### config.mk
export PLATFORM = sky130hd
export DESIGN_NAME = emu_fetch_sequencer
export DESIGN_NICKNAME = d
export VERILOG_FILES = /design/src/rtl/emu_fetch_sequencer.sv
export SDC_FILE = /design/constraint.sdc
export NUM_CORES = 1
export LEC_CHECK = 0
export ABC_AREA = 0
export CORE_UTILIZATION = 40
export DETAILED_ROUTE_END_ITERATION = 10
export MAX_ROUTING_LAYER = met4
export PLACE_DENSITY = 0.65
export SETUP_SLACK_MARGIN = 0.2
export SYNTH_ARGS = -nofsm -noshare
export SYNTH_HDL_FRONTEND = slang
export SYNTH_SLANG_ARGS = --single-unit
### constraint.sdc
create_clock -name clock -period 6.7 [get_ports clock]
set_clock_uncertainty 0.1 [all_clocks]
set_input_delay 0.67 -clock clock [delete_from_list [all_inputs] [get_ports clock]]
set_output_delay 0.67 -clock clock [all_outputs]
set_load 0.02 [all_outputs]
### src/rtl/emu_fetch_sequencer.sv
// Fetch/issue sequencer for the Thumb-subset emulator: one-word fetch buffer,
// BL pair joining, PC ownership, branch redirect and halt.
module emu_fetch_sequencer #(
  parameter int              ADDR_W   = 10,
  parameter logic [ADDR_W:0] RESET_PC = '0
) (
  input  logic              clock,
  input  logic              reset,
  input  logic              start,
  output logic              mem_req,
  output logic [ADDR_W-1:0] mem_addr,
  input  logic              mem_ack,
  input  logic [31:0]       mem_rdata,
  output logic              instr_valid,
  output logic [31:0]       instr,
  output logic              instr_wide,
  output logic [ADDR_W:0]   pc,
  input  logic              exec_done,
  input  logic              branch_taken,
  input  logic [ADDR_W:0]   branch_target,
  input  logic              halt_req,
  output logic              halted,
  output logic [31:0]       retired
);

  typedef enum logic [2:0] {
    IDLE,
    FETCH,
    FETCH2,
    ISSUE,
    HALT
  } state_t;

  state_t state_q;
  state_t state_d;

  logic [31:0]       buf_word;
  logic [ADDR_W-1:0] buf_addr;
  logic              buf_valid;

  logic [ADDR_W-1:0] pc_word;
  logic [ADDR_W-1:0] next_word;
  logic [ADDR_W:0]   pc_step;
  logic              hit;
  logic [31:0]       src;
  logic [15:0]       hw;
  logic              prefix;
  logic              fetch_take;
  logic              suffix_take;
  logic              retire;

  assign pc_word   = pc[ADDR_W:1];
  assign next_word = pc_word + {{(ADDR_W-1){1'b0}}, 1'b1};
  assign pc_step   = {{(ADDR_W-1){1'b0}}, instr_wide, ~instr_wide};

  assign hit    = buf_valid && (buf_addr == pc_word);
  assign src    = hit ? buf_word : mem_rdata;
  assign hw     = pc[0] ? src[31:16] : src[15:0];
  assign prefix = (hw[15:11] == 5'b11110);

  assign instr_valid = (state_q == ISSUE);
  assign halted      = (state_q == HALT);

  always_ff @(posedge clock or posedge reset) begin
    if (reset) begin
      state_q <= IDLE;
    end else begin
      state_q <= state_d;
    end
  end

  always_comb begin
    state_d     = state_q;
    mem_req     = 1'b0;
    mem_addr    = pc_word;
    fetch_take  = 1'b0;
    suffix_take = 1'b0;
    retire      = 1'b0;
    unique case (state_q)
      IDLE: begin
        if (start) state_d = FETCH;
      end
      FETCH: begin
        mem_req = !hit;
        if (hit || mem_ack) begin
          fetch_take = 1'b1;
          state_d    = (prefix && pc[0]) ? FETCH2 : ISSUE;
        end
      end
      FETCH2: begin
        mem_req  = 1'b1;
        mem_addr = next_word;
        if (mem_ack) begin
          suffix_take = 1'b1;
          state_d     = ISSUE;
        end
      end
      ISSUE: begin
        if (exec_done) begin
          retire  = 1'b1;
          state_d = halt_req ? HALT : FETCH;
        end
      end
      HALT: begin
        state_d = HALT;
      end
      default: begin
        state_d = IDLE;
      end
    endcase
  end

  always_ff @(posedge clock or posedge reset) begin
    if (reset) begin
      pc         <= RESET_PC;
      instr      <= '0;
      instr_wide <= 1'b0;
      retired    <= '0;
      buf_word   <= '0;
      buf_addr   <= '0;
      buf_valid  <= 1'b0;
    end else begin
      if (fetch_take) begin
        if (!hit) begin
          buf_word  <= mem_rdata;
          buf_addr  <= pc_word;
          buf_valid <= 1'b1;
        end
        instr_wide <= prefix && !pc[0];
        if (!prefix) begin
          instr <= {16'h0, hw};
        end else if (!pc[0]) begin
          instr <= {hw, src[31:16]};
        end else begin
          instr <= {hw, 16'h0};
        end
      end
      // Suffix of a BL that straddles a word: refill with the next word
      if (suffix_take) begin
        buf_word    <= mem_rdata;
        buf_addr    <= next_word;
        buf_valid   <= 1'b1;
        instr[15:0] <= mem_rdata[15:0];
        instr_wide  <= 1'b1;
      end
      if (retire) begin
        retired <= retired + 32'd1;
        if (!halt_req) begin
          if (branch_taken) begin
            pc        <= branch_target;
            buf_valid <= 1'b0;
          end else begin
            pc <= pc + pc_step;
          end
        end
      end
    end
  end

endmodule

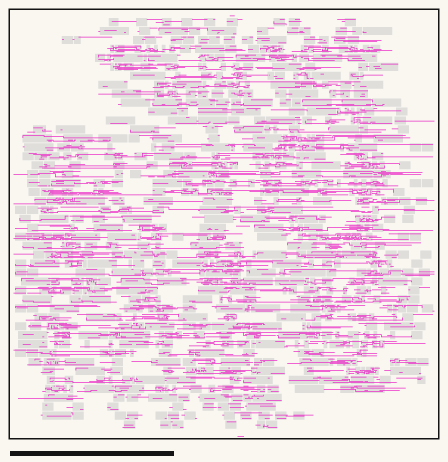
(images/layer_met1.png)
The bar under the picture is 50 microns long. Cells faint in the background.
longest straight run: 38.2 microns
main direction: horizontal
share of all routed wire: 43%
met1 layer usage reported by global route: 27.9%
via count: 5383
Total Routed Length: 17700 microns

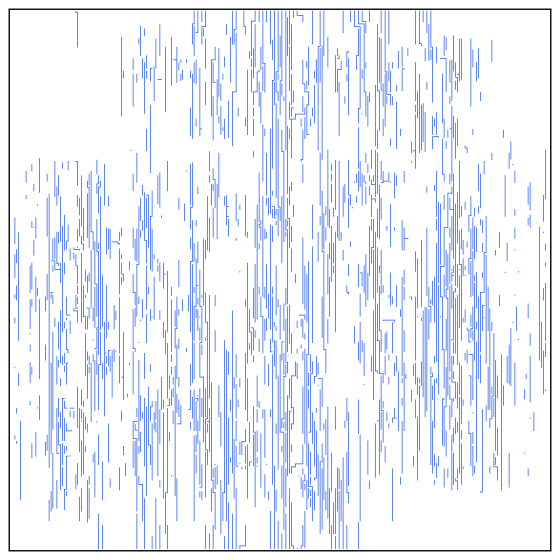
(images/layer_met2.png)
longest straight run: 66.0 microns
main direction: vertical
met2 Track Usage GR: 35.1%

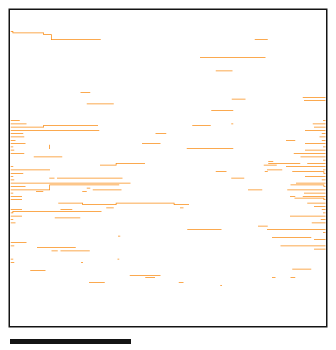
(images/layer_met3.png)
The bar under the picture is 50 microns long.
share of all routed wire: 5.8%
wire length on this layer: 1030 microns
main direction: horizontal
nets with wire on the layer: 102
longest straight run: 49.0 microns
met3 usage: 5.29%

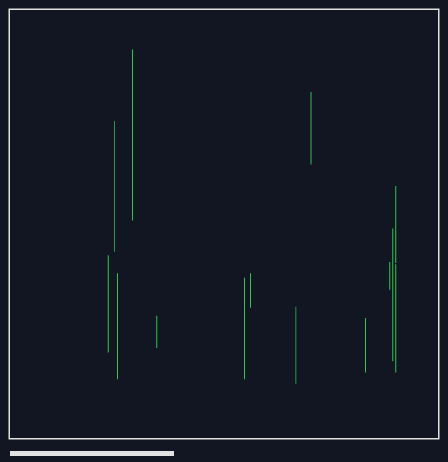
(images/layer_met4.png)
The bar under the picture is 50 microns long.
nets with wire on the layer: 9
wire length on this layer: 368 microns
share of all routed wire: 2.1%
longest straight run: 51.7 microns

==> run notes <==
Implementation numbers.

- The count of library flops with an enable pin is 0.
- Summing the areas of all fa, ha and maj instances in the mapped netlist gives around 1.1% of the synthesized area.
- After its last routability iteration, the placer logged a weighted congestion of 0.881.
- The area added between synthesis and finish is 31.1%.
- The most used logic cell in the final layout is sky130_fd_sc_hd__clkdlybuf4s50_1.
- The cell area after layout is 8610 sq um.
- The TritonCTS clock tree is built.
- The number of global-route vias before repair is 5346.
- Per the detail_route log, the uppermost layer with routed signals is met4.
- Setup repair after global routing left no endpoint under its margin.
- Summing over the stages, the warning tally comes to 26.
- The flow reports an fmax of 241 MHz.
- Detailed placement reports a standard cell area of 8060 sq um.
- The cell accounting for the most synthesized area is sky130_fd_sc_hd__dfrtp_1.
- The proportion of layout cells with a drive suffix above 1 is 11.9%.
- The number of vias per cell after detailed routing is 5.44.
- The total negative setup slack is 0 ns.
- The number of distinct library cells after synthesis is around 52.
- The synthesis run shows multiplexers occupying 14.7% of the cell area.
- As reported, the later end of the worst-skew pair has a clock insertion delay of just over 0.4 ns.
- The most used flip-flop cell after synthesis is sky130_fd_sc_hd__dfrtp_1.
- By instance count after routing, the leading logic cell types are 138 x sky130_fd_sc_hd__clkdlybuf4s50_1, 121 x sky130_fd_sc_hd__dfrtp_1, 69 x sky130_fd_sc_hd__nand2_1, 44 x sky130_fd_sc_hd__mux2_2, 43 x sky130_fd_sc_hd__nor2_1.
- The largest family of logic cells by area is simple AND/OR/NAND/NOR gates.
- The endpoint class of the critical path is an output pin.
- The cell-mix breakdown from Yosys lists the compound-gate area share as under 10%.
- The CTS log lists the clock sinks for this run as 122.
- The run reported a max-capacitance violation count of 0.
- The run finished with clean final reports.
- The number of buffers added to fix hold violations after cts is 0.
- In the post-route analysis, the smallest setup slack over all paths is 2.54 ns.
- The global-route wire length before repair is 28200 microns.
- The clock passes through at most 2 buffers.
- The total overflow left after global routing is 0.
- The worst path needs slightly above 4 ns of the cycle, external delays included.
- The combined area of all synthesized cells is 6570 sq um.
- The element type at the critical path start is a flop.
- After floorplanning, the core was sized to cover 15900 sq um.
- In the per-layer summary, the met1 wirelength comes to 7620 microns.
- In this run, CTS created clock tree buffers numbering 17.
- The number of levels the H-tree was split into is 4.
- The relative slew slack is 30.1%.
- The largest net degree at the start of global routing is roughly 85.
- The first TritonRoute pass finished after 6 iterations.
- The overall power consumption is roughly 0.0036 W.
- After clock tree synthesis, the setup repair step added 0 buffers.
- Per the OpenROAD power report, leakage power amounts to 3.77 nW.
- At the pin with the least slew margin, the transition time is 1.05 ns.
- The detailed router reports a met3 wire length of 1030 microns.
- The die extent in x is 130 microns.
- In this run the biggest area consumer among cell types represents between 40% and 50% of the synthesized area.
- The final number of max-transition violations is 0.
- The xor/xnor cell area share of the yosys netlist is 7.81%.
- For this configuration, the core starts out at a cell density of 41.2%.
- The sequential element share of the synthesized area is a little under half.
- In this run the tool buffered the top-level ports with 138 buffer cells.
- IR analysis of the VDD net gives a maximum drop of 0.300 mV.
- The count of antenna-violating nets left after detailed routing is 0.
- After clock tree synthesis, the repair step resized 0 gates.
- The power density over the cells is 418 nW/um^2.
- Looking at the clock tree report, the root buffer type is sky130_fd_sc_hd__clkbuf_16.
- Prior to clock tree synthesis, the placed netlist has a worst setup slack of 2.68 ns.
- The chip area is 16900 sq um.
- The report lists the number of standard-cell rows as 46.
- The violation tally from detailed-route iteration zero is 383.
- The commonest cells after synthesis are 122 x sky130_fd_sc_hd__dfrtp_1, 69 x sky130_fd_sc_hd__nand2_1, 44 x sky130_fd_sc_hd__mux2_2.
- In the detailed route, the total length drawn on met2 is 8710 microns.
- The layout net count is 816.
- The fraction of synthesis flops using an asynchronous set or reset pin is 100%.
- The script parses the final routing iteration and logs DRC violations as 0.
- The number of cells in the yosys synthesis report is 643.
- Excluding fillers, the count of instances in the completed layout stands at between 900 and 1000.
- The vertical die dimension is between 100 and 150 microns.
- The number of nets in the synthesized netlist is 698.
## path summary, 6_finish.rpt
check                                         from                       to  slack, ns
setup / recovery                 pc[3]$_DFFE_PP0P_                  mem_req       2.54
hold / removal             retired[31]$_DFFE_PP0P_  retired[31]$_DFFE_PP0P_       0.37
setup reg to reg                 pc[3]$_DFFE_PP0P_    instr[11]$_DFFE_PP0P_       2.64
hold reg to reg            retired[31]$_DFFE_PP0P_  retired[31]$_DFFE_PP0P_       0.37
max in group asynchronous                    reset        pc[0]$_DFFE_PP0P_       4.58
min in group asynchronous                    reset  retired[27]$_DFFE_PP0P_       0.76
## critical path, stage by stage, from the launching register on
cell and delay, ns:
sky130_fd_sc_hd__dfrtp_1 0.63, sky130_fd_sc_hd__xnor2_1 0.17, sky130_fd_sc_hd__nand4_1 0.12, sky130_fd_sc_hd__or3_2 0.87, sky130_fd_sc_hd__a21boi_0 0.48, sky130_fd_sc_hd__nor2_1 0.11, sky130_fd_sc_hd__clkdlybuf4s50_1 0.56
## sequential cells by signal, indices dropped and copies added (netlist names)
| register | count |
|---|---|
| buf_word | 32 |
| instr | 32 |
| retired | 32 |
| pc | 11 |
| buf_addr | 10 |
| state_q | 3 |
| buf_valid | 1 |
| instr_wide | 1 |
## final cells by class
cell class | instances | area [sq um]
Clock buffer | 23 | 458
Clock inverter | 9 | 97.6
Fill cell | 1454 | 7330
Inverter | 13 | 51.3
Multi-Input combinational cell | 463 | 3260
Sequential cell | 122 | 3050
Tap cell | 216 | 270
Timing Repair Buffer | 144 | 1430
## power by group
group | internal (W) | switching (W)
Sequential | 0.000987 | 0.000244
Clock | 0.000552 | 0.000317
Combinational | 0.000722 | 0.000783
## per-layer routing
metal	global-route usage, %	vias to the layer above
met5	-	-
met4	9.71	0
met3	5.29	31
met2	35.1	162
met1	27.9	2660
li1	-	2530
Power figures rest on the tool's default switching activity, not on a simulated workload.
